[config.mk]
export PLATFORM = sky130hd
export DESIGN_NAME = gpio_mmio
export DESIGN_NICKNAME = d
export VERILOG_FILES = /design/src/rtl/gpio_mmio.sv
export SDC_FILE = /design/constraint.sdc
export NUM_CORES = 1
export LEC_CHECK = 0
export CORE_MARGIN = 2
export CORE_UTILIZATION = 50
export CTS_BUF_LIST = sky130_fd_sc_hd__clkbuf_16
export DETAILED_ROUTE_END_ITERATION = 12
export PLACE_DENSITY_LB_ADDON = 0.05
export SYNTH_ARGS = -nofsm -noshare
export SYNTH_HDL_FRONTEND = slang
export SYNTH_SLANG_ARGS = --single-unit
[constraint.sdc]
create_clock -name CLK -period 5.8 [get_ports CLK]
set_clock_uncertainty 0.1 [all_clocks]
set_input_delay 1.16 -clock CLK [delete_from_list [all_inputs] [get_ports CLK]]
set_output_delay 1.16 -clock CLK [all_outputs]
set_load 0.05 [all_outputs]
[src/rtl/gpio_mmio.sv]
// -----------------------------------------------------------------------------
// gpio_mmio
//
// Memory-mapped GPIO peripheral: synchronised inputs, output register with
// atomic set/clear/toggle writes, per-bit rising/falling edge capture with a
// write-1-to-clear status register, a registered level interrupt, and a
// hex-digit register.
//
// Optional feature macro: GPIO_DEBOUNCE_EN
//   defined   -> each input bit has a stability counter; a new level is
//                accepted only after it has persisted for DEB_CYCLES cycles.
//   undefined -> the conditioned input is the synchroniser output directly.
//
// Parameters
//   N_IN       number of input pins (1..32)
//   N_OUT      number of output pins (1..32)
//   N_HEX      number of 4-bit hex digit fields (1..8)
//   OUT_RESET  reset value of the output register
//   DEB_CYCLES debounce stability window in cycles (>= 2), debounce build only
//
// Ports
//   CLK             system clock, rising edge
//   RESET_N         synchronous active-low reset
//   DIN             asynchronous input pins
//   address         byte address; register select is address[5:2]
//   MemGPIOWrite    single-cycle write strobe
//   MemGPIO         write data
//   read_data_GPIO  combinational read data
//   DOUT            output register
//   HEX             hex digit register
//   IRQ             registered OR of the edge status bits
//
// Register map (byte offset)
//   0x00 IN_DATA (RO)   0x04 OUT_DATA (RW)   0x08 OUT_SET (WO)
//   0x0C OUT_CLR (WO)   0x10 OUT_TGL (WO)    0x14 RISE_EN (RW)
//   0x18 FALL_EN (RW)   0x1C EDGE_STATUS (RW1C)  0x20 HEX_DATA (RW)
//   All other offsets read 0 and ignore writes.
// -----------------------------------------------------------------------------
module gpio_mmio #(
  parameter int              N_IN       = 17,
  parameter int              N_OUT      = 27,
  parameter int              N_HEX      = 1,
  parameter logic [N_OUT-1:0] OUT_RESET = '0,
  parameter int              DEB_CYCLES = 16
) (
  input  logic                 CLK,
  input  logic                 RESET_N,
  input  logic [N_IN-1:0]      DIN,
  input  logic [10:0]          address,
  input  logic                 MemGPIOWrite,
  input  logic [31:0]          MemGPIO,
  output logic [31:0]          read_data_GPIO,
  output logic [N_OUT-1:0]     DOUT,
  output logic [4*N_HEX-1:0]   HEX,
  output logic                 IRQ
);

  localparam int HEX_W = 4 * N_HEX;

  localparam logic [3:0] SEL_IN_DATA     = 4'h0;
  localparam logic [3:0] SEL_OUT_DATA    = 4'h1;
  localparam logic [3:0] SEL_OUT_SET     = 4'h2;
  localparam logic [3:0] SEL_OUT_CLR     = 4'h3;
  localparam logic [3:0] SEL_OUT_TGL     = 4'h4;
  localparam logic [3:0] SEL_RISE_EN     = 4'h5;
  localparam logic [3:0] SEL_FALL_EN     = 4'h6;
  localparam logic [3:0] SEL_EDGE_STATUS = 4'h7;
  localparam logic [3:0] SEL_HEX_DATA    = 4'h8;

  logic [3:0]       sel;

  logic [N_OUT-1:0] out_reg,       out_next;
  logic [HEX_W-1:0] hex_reg,       hex_next;
  logic [N_IN-1:0]  rise_en_reg,   rise_en_next;
  logic [N_IN-1:0]  fall_en_reg,   fall_en_next;
  logic [N_IN-1:0]  status_reg,    status_next;
  logic             irq_reg;

  logic [N_IN-1:0]  sync1_reg;
  logic [N_IN-1:0]  sync2_reg;
  logic [N_IN-1:0]  prev_reg;
  logic [N_IN-1:0]  stable;

  logic [N_IN-1:0]  w1c_mask;
  logic [N_IN-1:0]  rise;
  logic [N_IN-1:0]  fall;

  assign sel = address[5:2];

  // ---------------------------------------------------------------------------
  // Conditioned input: either the synchroniser output or a debounced copy.
  // ---------------------------------------------------------------------------
`ifdef GPIO_DEBOUNCE_EN
  localparam int              CNT_W    = $clog2(DEB_CYCLES);
  localparam logic [CNT_W-1:0] CNT_LAST = CNT_W'(DEB_CYCLES - 1);

  for (genvar gi = 0; gi < N_IN; gi++) begin : g_debounce
    logic [CNT_W-1:0] cnt_reg;
    logic             stable_bit_reg;

    // The counter only runs while sync2 disagrees with the accepted level;
    // any return to agreement restarts the window from zero.
    always_ff @(posedge CLK) begin
      if (!RESET_N) begin
        cnt_reg        <= '0;
        stable_bit_reg <= 1'b0;
      end else if (sync2_reg[gi] != stable_bit_reg) begin
        if (cnt_reg == CNT_LAST) begin
          stable_bit_reg <= sync2_reg[gi];
          cnt_reg        <= '0;
        end else begin
          cnt_reg <= cnt_reg + 1'b1;
        end
      end else begin
        cnt_reg <= '0;
      end
    end

    assign stable[gi] = stable_bit_reg;
  end

  logic unused_bits;
  assign unused_bits = ^{address[10:6], address[1:0], MemGPIO};
`else
  assign stable = sync2_reg;

  logic unused_bits;
  assign unused_bits = ^{address[10:6], address[1:0], MemGPIO, DEB_CYCLES[0]};
`endif

  // ---------------------------------------------------------------------------
  // Register write decode and edge capture
  // ---------------------------------------------------------------------------
  always_comb begin
    out_next     = out_reg;
    hex_next     = hex_reg;
    rise_en_next = rise_en_reg;
    fall_en_next = fall_en_reg;
    w1c_mask     = '0;

    if (MemGPIOWrite) begin
      case (sel)
        SEL_OUT_DATA:    out_next     = MemGPIO[N_OUT-1:0];
        SEL_OUT_SET:     out_next     = out_reg | MemGPIO[N_OUT-1:0];
        SEL_OUT_CLR:     out_next     = out_reg & ~MemGPIO[N_OUT-1:0];
        SEL_OUT_TGL:     out_next     = out_reg ^ MemGPIO[N_OUT-1:0];
        SEL_RISE_EN:     rise_en_next = MemGPIO[N_IN-1:0];
        SEL_FALL_EN:     fall_en_next = MemGPIO[N_IN-1:0];
        SEL_EDGE_STATUS: w1c_mask     = MemGPIO[N_IN-1:0];
        SEL_HEX_DATA:    hex_next     = MemGPIO[HEX_W-1:0];
        default: ;
      endcase
    end

    rise = stable & ~prev_reg & rise_en_reg;
    fall = ~stable & prev_reg & fall_en_reg;

    // New edges are OR-ed in after the clear so a coincident set wins.
    status_next = (status_reg & ~w1c_mask) | rise | fall;
  end

  always_ff @(posedge CLK) begin
    if (!RESET_N) begin
      out_reg     <= OUT_RESET;
      hex_reg     <= '0;
      rise_en_reg <= '0;
      fall_en_reg <= '0;
      status_reg  <= '0;
      irq_reg     <= 1'b0;
      sync1_reg   <= '0;
      sync2_reg   <= '0;
      prev_reg    <= '0;
    end else begin
      out_reg     <= out_next;
      hex_reg     <= hex_next;
      rise_en_reg <= rise_en_next;
      fall_en_reg <= fall_en_next;
      status_reg  <= status_next;
      irq_reg     <= |status_next;
      sync1_reg   <= DIN;
      sync2_reg   <= sync1_reg;
      prev_reg    <= stable;
    end
  end

  // ---------------------------------------------------------------------------
  // Read mux: write-only and unmapped offsets return zero.
  // ---------------------------------------------------------------------------
  always_comb begin
    read_data_GPIO = '0;
    case (sel)
      SEL_IN_DATA:     read_data_GPIO[N_IN-1:0]  = stable;
      SEL_OUT_DATA:    read_data_GPIO[N_OUT-1:0] = out_reg;
      SEL_RISE_EN:     read_data_GPIO[N_IN-1:0]  = rise_en_reg;
      SEL_FALL_EN:     read_data_GPIO[N_IN-1:0]  = fall_en_reg;
      SEL_EDGE_STATUS: read_data_GPIO[N_IN-1:0]  = status_reg;
      SEL_HEX_DATA:    read_data_GPIO[HEX_W-1:0] = hex_reg;
      default: ;
    endcase
  end

  assign DOUT = out_reg;
  assign HEX  = hex_reg;
  assign IRQ  = irq_reg;

endmodule

port_nets.png
Scale bar: 20 µm.
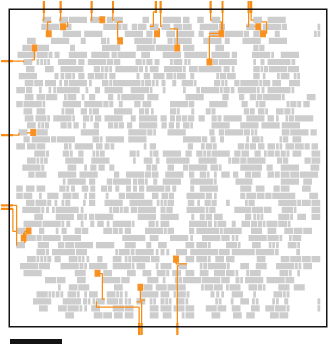
orange -> DIN  # bits 17, direction input, edge 10 top, 4 left, 3 bottom, end cells 17, buffers 17, wire 263 µm
I/O Pins: 127
IO buf count: 109

met1.png
Supply wires on this layer in gray. Cells faint in the background.
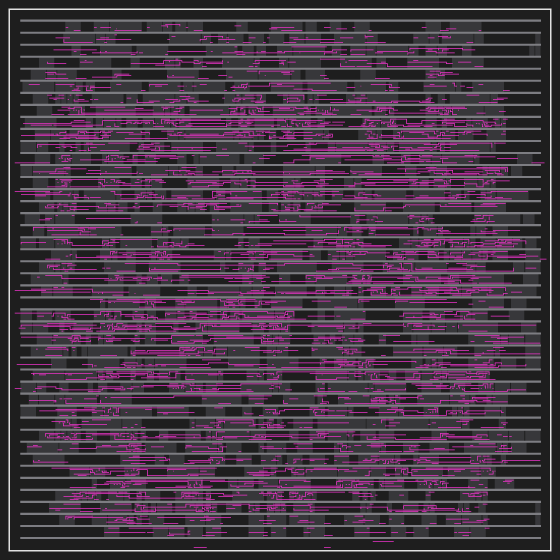
wire length on this layer = 7980 µm
longest straight run = 43.2 µm
GR Util met1: 32.6%
DRT Wirelength: 19200 µm
DR vias: 6185

==> changes_impl.md <==
## Implementation

* Critical Path Stages at 6
* # Post-CTS Setup Buffers at 0
* R2R cell count at 5
* P_leak at 3.62 nW
* First-pass DRT Iterations at 8
* RSZ-0062 raised after global routing: no
* DR WL met2 at around 9500 µm
* Hold bufs inserted after CTS at 0
* OpenROAD warning count at 67
* Register fraction of the total cell area at 31.2%
* Grt met2 use at 44.7%
* Sequential fraction of the synthesis area at between 30% and 40%
* Post-synth EDFFs at 0
* Flop pwr share at between 40% and 50%
* Clock power share at between 40 and 50%
* Placed inst area at 8060 µm²
* Compound-Gate Fraction of Synth Area at ~21%
* Syn_area_per_cell at around 8.7 µm²
* WL/cell at 17.8 µm
* GR peak layer: met2
* CP max-delay cell: and3b_1
* Initial antenna violation count at 1
* Internal at about 0.0017 W
* Final antenna diode count at 1
* MI comb cells at between 500 and 600
* Total gr overflow at 0
* Synth area leaders: dfxtp_1 (38%), ha_1 (9.7%), nand2_1 (7.8%)
* CTS tree: yes
* Synth warn at 0
* Biggest Area Class: multi-input combinational cells
* Crit path DAT at roughly 3.5 ns
* Logic area at between 3000 and 4000 µm²
* Hold_sp: sync1_reg[3]
* Worst path buffer plus inverter count at 2
* Final Setup Violations at 0
* Post-CTS Resized at 0
* Status: completed
* Pwr dens at 265 nW/µm²
* Tmin final at 4.80 ns
* Gpl congestion at between 0.8 and 0.9
-- per-stage QoR --
step	setup slack, ns	util (%)	cells
6_report	0.997	62.5	1080
4_1_cts	1.02	62.5	1079
5_1_grt	0.904	62.5	1080
3_3_place_gp	1.08	58.5	1048
2_1_floorplan	1.83	-	807
3_5_place_dp	1.06	58.5	1048
-- placed cells by master (no fill, tap or decap), types with 5 or more instances in the layout --
cell type	n
conb_1	5
o21ai_0	27
o211a_1	27
clkdlybuf4s50_1	90
buf_4	29
a22oi_1	16
nor2_1	12
inv_1	59
nand3b_1	18
o211ai_1	14
clkinv_2	5
nand3_1	17
nor2b_1	23
clkbuf_16	17
nand2_1	144
nor4_1	8
ha_1	54
mux2i_1	6
a21oi_1	16
a222oi_1	41
dfxtp_1	134
nand2b_1	13
a21boi_1	34
and2_1	52
No activity file was given, so power comes from the tool's default toggle rates.
